**src/rtl/keyed_obf_fsm_pkg.sv**
```systemverilog
// Shared types, default constants and datapath helpers for the keyed
// obfuscated controller.
//   state_e  : controller states (genuine and decoy paths)
//   rc()     : step round constant (i+1) truncated to the datapath width
//   rotl()   : rotate-left by one within the low w bits of a 64-bit word
package keyed_obf_pkg;

  typedef enum logic [2:0] {
    S_IDLE,
    S_STEP,
    S_STEP_D,
    S_EMIT,
    S_EMIT_D
  } state_e;

  localparam int unsigned DEF_DATA_W   = 8;
  localparam int unsigned DEF_KEY_W    = 4;
  localparam int unsigned DEF_TRIG_CNT = 5;
  localparam logic [3:0]  DEF_KEY      = 4'b1010;
  localparam logic [7:0]  DEF_CORRUPT_MASK = 8'hFF;

  function automatic logic [63:0] width_mask(input int unsigned w);
    logic [63:0] m;
    m = (w >= 64) ? '1 : ((64'd1 << w) - 64'd1);
    return m;
  endfunction

  function automatic logic [63:0] rc(input int unsigned i, input int unsigned w);
    return 64'(i + 1) & width_mask(w);
  endfunction

  function automatic logic [63:0] rotl(input logic [63:0] v, input int unsigned w);
    return ((v << 1) | (v >> (w - 1))) & width_mask(w);
  endfunction

endpackage

```
**src/rtl/keyed_obf_fsm_trig_counter.sv**
```systemverilog
// Saturating counter of decoy transactions.
//   clk, rst : clock, asynchronous active-low reset
//   inc      : one decoy transaction completes this cycle
//   fire     : count so far >= TRIG_CNT-1, i.e. the completing decoy
//              transaction is the TRIG_CNT-th or later
module obf_trig_counter
  import keyed_obf_pkg::*;
#(
  parameter int unsigned TRIG_CNT = DEF_TRIG_CNT
) (
  input  logic clk,
  input  logic rst,
  input  logic inc,
  output logic fire
);

  localparam int unsigned CNT_W = $clog2(TRIG_CNT + 1);

  logic [CNT_W-1:0] cnt_q, cnt_d;

  always_comb begin
    cnt_d = cnt_q;
    if (inc && (cnt_q != CNT_W'(TRIG_CNT))) begin
      cnt_d = cnt_q + CNT_W'(1);
    end
  end

  always_ff @(posedge clk or negedge rst) begin
    if (!rst) begin
      cnt_q <= '0;
    end else begin
      cnt_q <= cnt_d;
    end
  end

  // Compared as cnt+1 >= TRIG_CNT one bit wider so TRIG_CNT=1 needs no
  // special case and nothing overflows.
  assign fire = (({1'b0, cnt_q} + (CNT_W + 1)'(1)) >= (CNT_W + 1)'(TRIG_CNT));

endmodule

```
**src/rtl/keyed_obf_fsm.sv**
```systemverilog
// Key-locked controller with a duplicated decoy path and a counter-
// triggered output corruption payload.
//   clk, rst  : clock, asynchronous active-low reset
//   start,din : transaction request and operand (sampled in IDLE only)
//   keyinput  : key bits, bit i sampled at step i
//   busy      : transaction in flight
//   valid_out : one-cycle result strobe
//   dout      : result, held until the next valid_out
module keyed_obf_fsm
  import keyed_obf_pkg::*;
#(
  parameter int unsigned          DATA_W       = DEF_DATA_W,
  parameter int unsigned          KEY_W        = DEF_KEY_W,
  parameter logic [KEY_W-1:0]     KEY          = KEY_W'(DEF_KEY),
  parameter int unsigned          TRIG_CNT     = DEF_TRIG_CNT,
  parameter logic [DATA_W-1:0]    CORRUPT_MASK = '1
) (
  input  logic              clk,
  input  logic              rst,
  input  logic              start,
  input  logic [DATA_W-1:0] din,
  input  logic [KEY_W-1:0]  keyinput,
  output logic              busy,
  output logic              valid_out,
  output logic [DATA_W-1:0] dout
);

  localparam int unsigned IDX_W = (KEY_W > 1) ? $clog2(KEY_W) : 1;

  state_e            state_q, state_d;
  logic [IDX_W-1:0]  idx_q, idx_d;
  logic [DATA_W-1:0] acc_q, acc_d;
  logic              busy_q, busy_d;
  logic              valid_q, valid_d;
  logic [DATA_W-1:0] dout_q, dout_d;

  logic              fire;
  logic              decoy_done;

  assign decoy_done = (state_q == S_EMIT_D);

  obf_trig_counter #(
    .TRIG_CNT (TRIG_CNT)
  ) u_trig (
    .clk  (clk),
    .rst  (rst),
    .inc  (decoy_done),
    .fire (fire)
  );

  // State register
  always_ff @(posedge clk or negedge rst) begin
    if (!rst) begin
      state_q <= S_IDLE;
      idx_q   <= '0;
      acc_q   <= '0;
      busy_q  <= 1'b0;
      valid_q <= 1'b0;
      dout_q  <= '0;
    end else begin
      state_q <= state_d;
      idx_q   <= idx_d;
      acc_q   <= acc_d;
      busy_q  <= busy_d;
      valid_q <= valid_d;
      dout_q  <= dout_d;
    end
  end

  // Next state and datapath
  logic [DATA_W-1:0] step_val;
  logic              last_step;
  logic              key_ok;
  logic              go_decoy;

  always_comb begin
    step_val  = DATA_W'(rotl(64'(acc_q), DATA_W)) ^ DATA_W'(rc(32'(idx_q), DATA_W));
    last_step = (idx_q == IDX_W'(KEY_W - 1));
    key_ok    = (keyinput[idx_q] == KEY[idx_q]);
    // Once on the decoy path the key is no longer consulted.
    go_decoy  = (state_q == S_STEP_D) || !key_ok;

    state_d = state_q;
    idx_d   = idx_q;
    acc_d   = acc_q;

    unique case (state_q)
      S_IDLE: begin
        if (start) begin
          acc_d   = din;
          idx_d   = '0;
          state_d = S_STEP;
        end
      end
      S_STEP, S_STEP_D: begin
        acc_d = step_val;
        if (last_step) begin
          state_d = go_decoy ? S_EMIT_D : S_EMIT;
        end else begin
          idx_d   = idx_q + IDX_W'(1);
          state_d = go_decoy ? S_STEP_D : S_STEP;
        end
      end
      S_EMIT, S_EMIT_D: state_d = S_IDLE;
      default:          state_d = S_IDLE;
    endcase
  end

  // Registered outputs
  always_comb begin
    busy_d  = (state_d != S_IDLE);
    valid_d = (state_q == S_EMIT) || (state_q == S_EMIT_D);
    dout_d  = dout_q;
    if (state_q == S_EMIT) begin
      dout_d = acc_q;
    end else if (state_q == S_EMIT_D) begin
      dout_d = fire ? (acc_q ^ CORRUPT_MASK) : acc_q;
    end
  end

  assign busy      = busy_q;
  assign valid_out = valid_q;
  assign dout      = dout_q;

endmodule
```
**config.mk**
```make
export PLATFORM = sky130hd
export DESIGN_NAME = keyed_obf_fsm
export DESIGN_NICKNAME = d
export VERILOG_FILES = /design/src/rtl/keyed_obf_fsm_pkg.sv /design/src/rtl/keyed_obf_fsm_trig_counter.sv /design/src/rtl/keyed_obf_fsm.sv
export SDC_FILE = /design/constraint.sdc
export NUM_CORES = 1
export LEC_CHECK = 0
export CAP_MARGIN = 10
export CORE_MARGIN = 5
export CORE_UTILIZATION = 30
export CTS_CLUSTER_DIAMETER = 150
export DETAILED_ROUTE_END_ITERATION = 8
export PLACE_DENSITY = 0.52
export SYNTH_ARGS = -nofsm -noshare
export SYNTH_HDL_FRONTEND = slang
export SYNTH_SLANG_ARGS = --single-unit
```
**constraint.sdc**
```tcl
create_clock -name clk -period 2.7 [get_ports clk]
set_clock_uncertainty 0.2 [all_clocks]
set_input_delay 0.405 -clock clk [delete_from_list [all_inputs] [get_ports clk]]
set_output_delay 0.405 -clock clk [all_outputs]
set_load 0.01 [all_outputs]
```
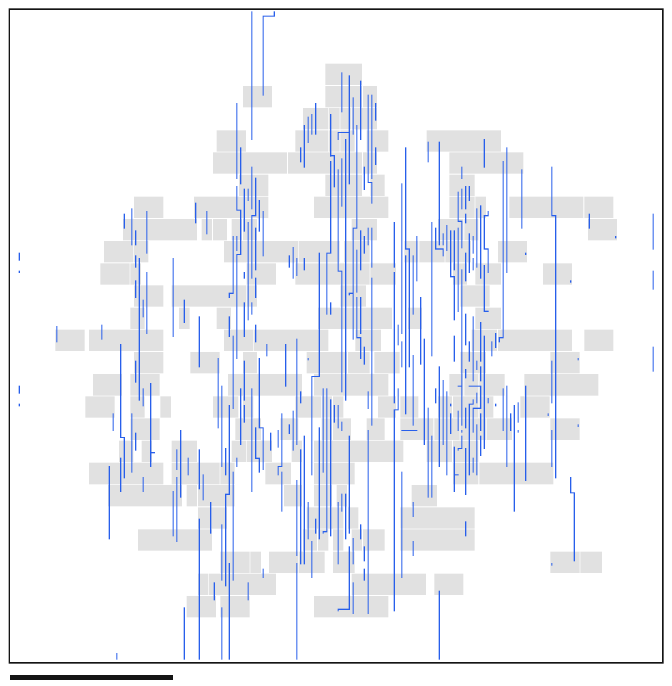
layer_met2.png
The bar under the picture is 20 microns long. Cells faint in the background.
longest straight run: 32.1 microns
share of all routed wire: 47%

==> deck_impl_summary.md <==
Flow Results at a Glance

Setup path
  – Crit-path cells: xnor2_1 > or2_1 > o41ai_2
  – CP Launch Point: state_q[0]
  – Worst setup path class: reg2reg
  – Reg-to-Reg Start: state_q[0]
  – Worst path max stage delay: 0.68 ns
  – R2r worst-path depth: 3
  – Setup slack, reg-to-reg: 0.68 ns
  – CP max-delay cell: dfrtp_1
  – Endpoint type of the worst setup path: flip-flop
  – Critical path's top delay family: flip-flops
  – Required @ worst endpoint: 2.67 ns

STA
  – Slew Limit Fails: 0
  – Unrepaired setup endpoints after global routing: no
  – Fin crit period: ~2 ns
  – Finish-stage setup viols: 0
  – Slew headroom: 0.556
  – Slew @ Worst Pin: 0.666 ns
  – Tcrit/Tclk final: 0.750
  – Fin Setup TNS: 0 ns
  – Hold slack: 0.287 ns

Logic synthesis
  – YS chip area: about 1500 sq um
  – Synthesis-stage register bit count: 26
  – Adder Area Share: 0.0426
  – Top area contributor share: 0.443
  – Synth area leader: dfrtp_1
  – Avg Inst Size Synth: 10.2 sq um
  – Simple Share, Synth: 0.118
  – Synth async-reset ratio: 1.00
  – Post-Synthesis Cell Area: 1470 sq um
  – Comb area leader: AND-OR/OR-AND gates
  – Post-Syn Instances: 144
  – Register share after synthesis: 0.443
  – Yosys stat cell total: ~140
  – Unique masters post-synth: 33
  – Mux share of post-synthesis cell area: 0.0775
  – Top_reg_cell synth: dfrtp_1
  – Biggest area cells: dfrtp_1 44%, mux2i_1 5.5%, a31o_1 4.8%, a32oi_1 4.8%, o311ai_1 4.8%
  – Complex-gate fraction of the synthesized area: 0.234
  – Syn nets: 164

Final layout
  – Final instance area: 1830 sq um
  – N_diodes: 0
  – Area growth syn-to-layout: 24.3%
  – Fin nets: 184
  – Layout cells sized above 1: 0.0613

Placed design
  – Port bufs: 24
  – Post-DP HPWL: between 2000 and 3000 microns
  – Placed inst area: 1750 sq um

Clock tree
  – Root buf cell: clkbuf_8
  – Clk ins delay skew pair: 0.28 ns
  – Clock sink count: 26
  – Clk slew on worst S/H paths: 0.10 ns
  – CTS tree: yes
  – Max clock buf depth: 2
  – Post-CTS Hold Buffers: 0
  – Total CTS buffers: 3

Detailed routing
  – DRC violations left: 0
  – 1st-iter DRT viols: 62
  – Antenna Nets Post-Route: 0

Global route
  – Largest net degree at the start of global routing: 27
  – First-pass GRT wire length: 5800 microns
  – Initial antenna violation count: 0
  – Number of global-route vias before repair: between 1000 and 1500

Pwr
  – Switching Power: 0.000862 W
  – Share of total power in sequential cells: 0.383
  – Static Leak: 0.760 nW
  – Power per cell area: 1170 nW/um^2
  – Total power: 0.00213 W
  – Clock power frac: 0.156
  – Combinational Power Share: 0.461
  – Int Power: 0.00127 W

Floorplan
  – Die X: about 80 microns
  – I/O pin total: 25
  – Die Span Y: 80.0 microns
  – Die ar.: 6400 sq um
  – Cell Rows: 25
  – CORE AREA: 4720 sq um

Worst hold path
  – Worst Hold Class: in2async

Status
  – Outcome: finished clean
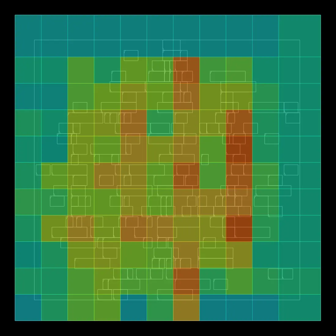
congestion.png
post-layout util: 0.386
met2 GRT Util: 0.185

synthesized netlist by cell type (3+ instances only):
master     n
a21oi_1   12
a31o_1     8
a32oi_1    8
buf_2      4
clkbuf_1   3
dfrtp_1   26
ha_1       5
inv_1      7
mux2i_1    8
nand2_1    5
nand3_1    8
nor2_1    12
o311ai_1   8
xnor2_1    3
worst reg2reg max path, delay by kind of cell (launching register included):
family / cells / cell delay (ns)
AND-OR/OR-AND: 1 / 0.37
flip-flops: 1 / 0.68
AND/OR/NAND/NOR: 1 / 0.49
XOR/XNOR: 1 / 0.19
metal layers:
| layer | global-route usage | up-vias | share of wire |
|---|---|---|---|
| li1 | - | 577 | - |
| met1 | 0.154 | 590 | 0.47 |
| met2 | 0.185 | 35 | 0.47 |
| met3 | 0.0203 | 2 | 0.050 |
| met4 | 0.0456 | 0 | 0.010 |
| met5 | 0 | - | 0 |
power groups by stage:
| stage | clock (W) | sequential [W] | combinational [W] |
|---|---|---|---|
| 2_1_floorplan | 0 | 0.000759 | 0.000716 |
| 3_3_place_gp | 0 | 0.000806 | 0.000949 |
| 3_5_place_dp | 0 | 0.000818 | 0.000983 |
| 4_1_cts | 0.000342 | 0.000811 | 0.000990 |
| 5_1_grt | 0.000352 | 0.000847 | 0.00109 |
| 6_report | 0.000332 | 0.000815 | 0.000981 |
area by class of cell:
| class | instances | area [sq um] | share of cell area |
|---|---|---|---|
| multi-input cells | 100 | 738 | 0.404 |
| flip-flops and latches | 26 | 651 | 0.356 |
| repair buffers | 26 | 255 | 0.140 |
| well taps | 67 | 83.8 | 0.0459 |
| clock buffers | 3 | 41.3 | 0.0226 |
| clock inverters | 1 | 30.0 | 0.0164 |
| inverters | 7 | 26.3 | 0.0144 |
kinds of logic (layout without fill, tap and decap cells):
kind of cell,count (synthesis),in the layout
xor+xnor,5,5
mux,10,10
compound gates,45,45
buf+inv,18,37
fa+ha+maj,5,5
flops,26,26
simple gates,35,35
cells in the final DEF, fill, tap and decap left out:
cell             instances
a31o_1                   8
o21bai_1                 1
o41ai_2                  1
nor2b_1                  2
nand2b_1                 2
clkdlybuf4s50_1         24
a21oi_1                 12
inv_1                    7
clkbuf_8                 3
buf_4                    2
nor3b_1                  2
ha_1                     5
mux4_2                   1
a31o_2                   1
nand2_1                  5
and2_1                   2
nor2_1                  12
bufinv_16                1
dfrtp_1                 26
a22o_1                   1
or2_1                    1
mux2_1                   1
o21ai_0                  1
a32oi_1                  8
nand3b_2                 1
mux2i_1                  8
xor2_1                   2
o41ai_1                  1
o21ai_1                  2
o311ai_1                 8
nand3_1                  8
xnor2_1                  3
a2bb2oi_1                1
per-stage QoR:
stage | setup slack [ns] | instances
after floorplan | 0.889 | 144
after global placement | 0.489 | 226
after detailed placement | 0.449 | 226
after CTS | 0.694 | 230
after global routing | 0.535 | 230
final | 0.676 | 230
worst max path at each step:
stage / end / slack [ns] / depth (start not counted)
after floorplan: dout[0] / 0.89 / 6
after global placement: busy / 0.49 / 7
after detailed placement: busy / 0.45 / 7
after CTS: acc_q[0] / 0.69 / 4
after global routing: acc_q[1] / 0.53 / 4
final: idx_q[1] / 0.68 / 3
Power and IR drop assume default switching activity.
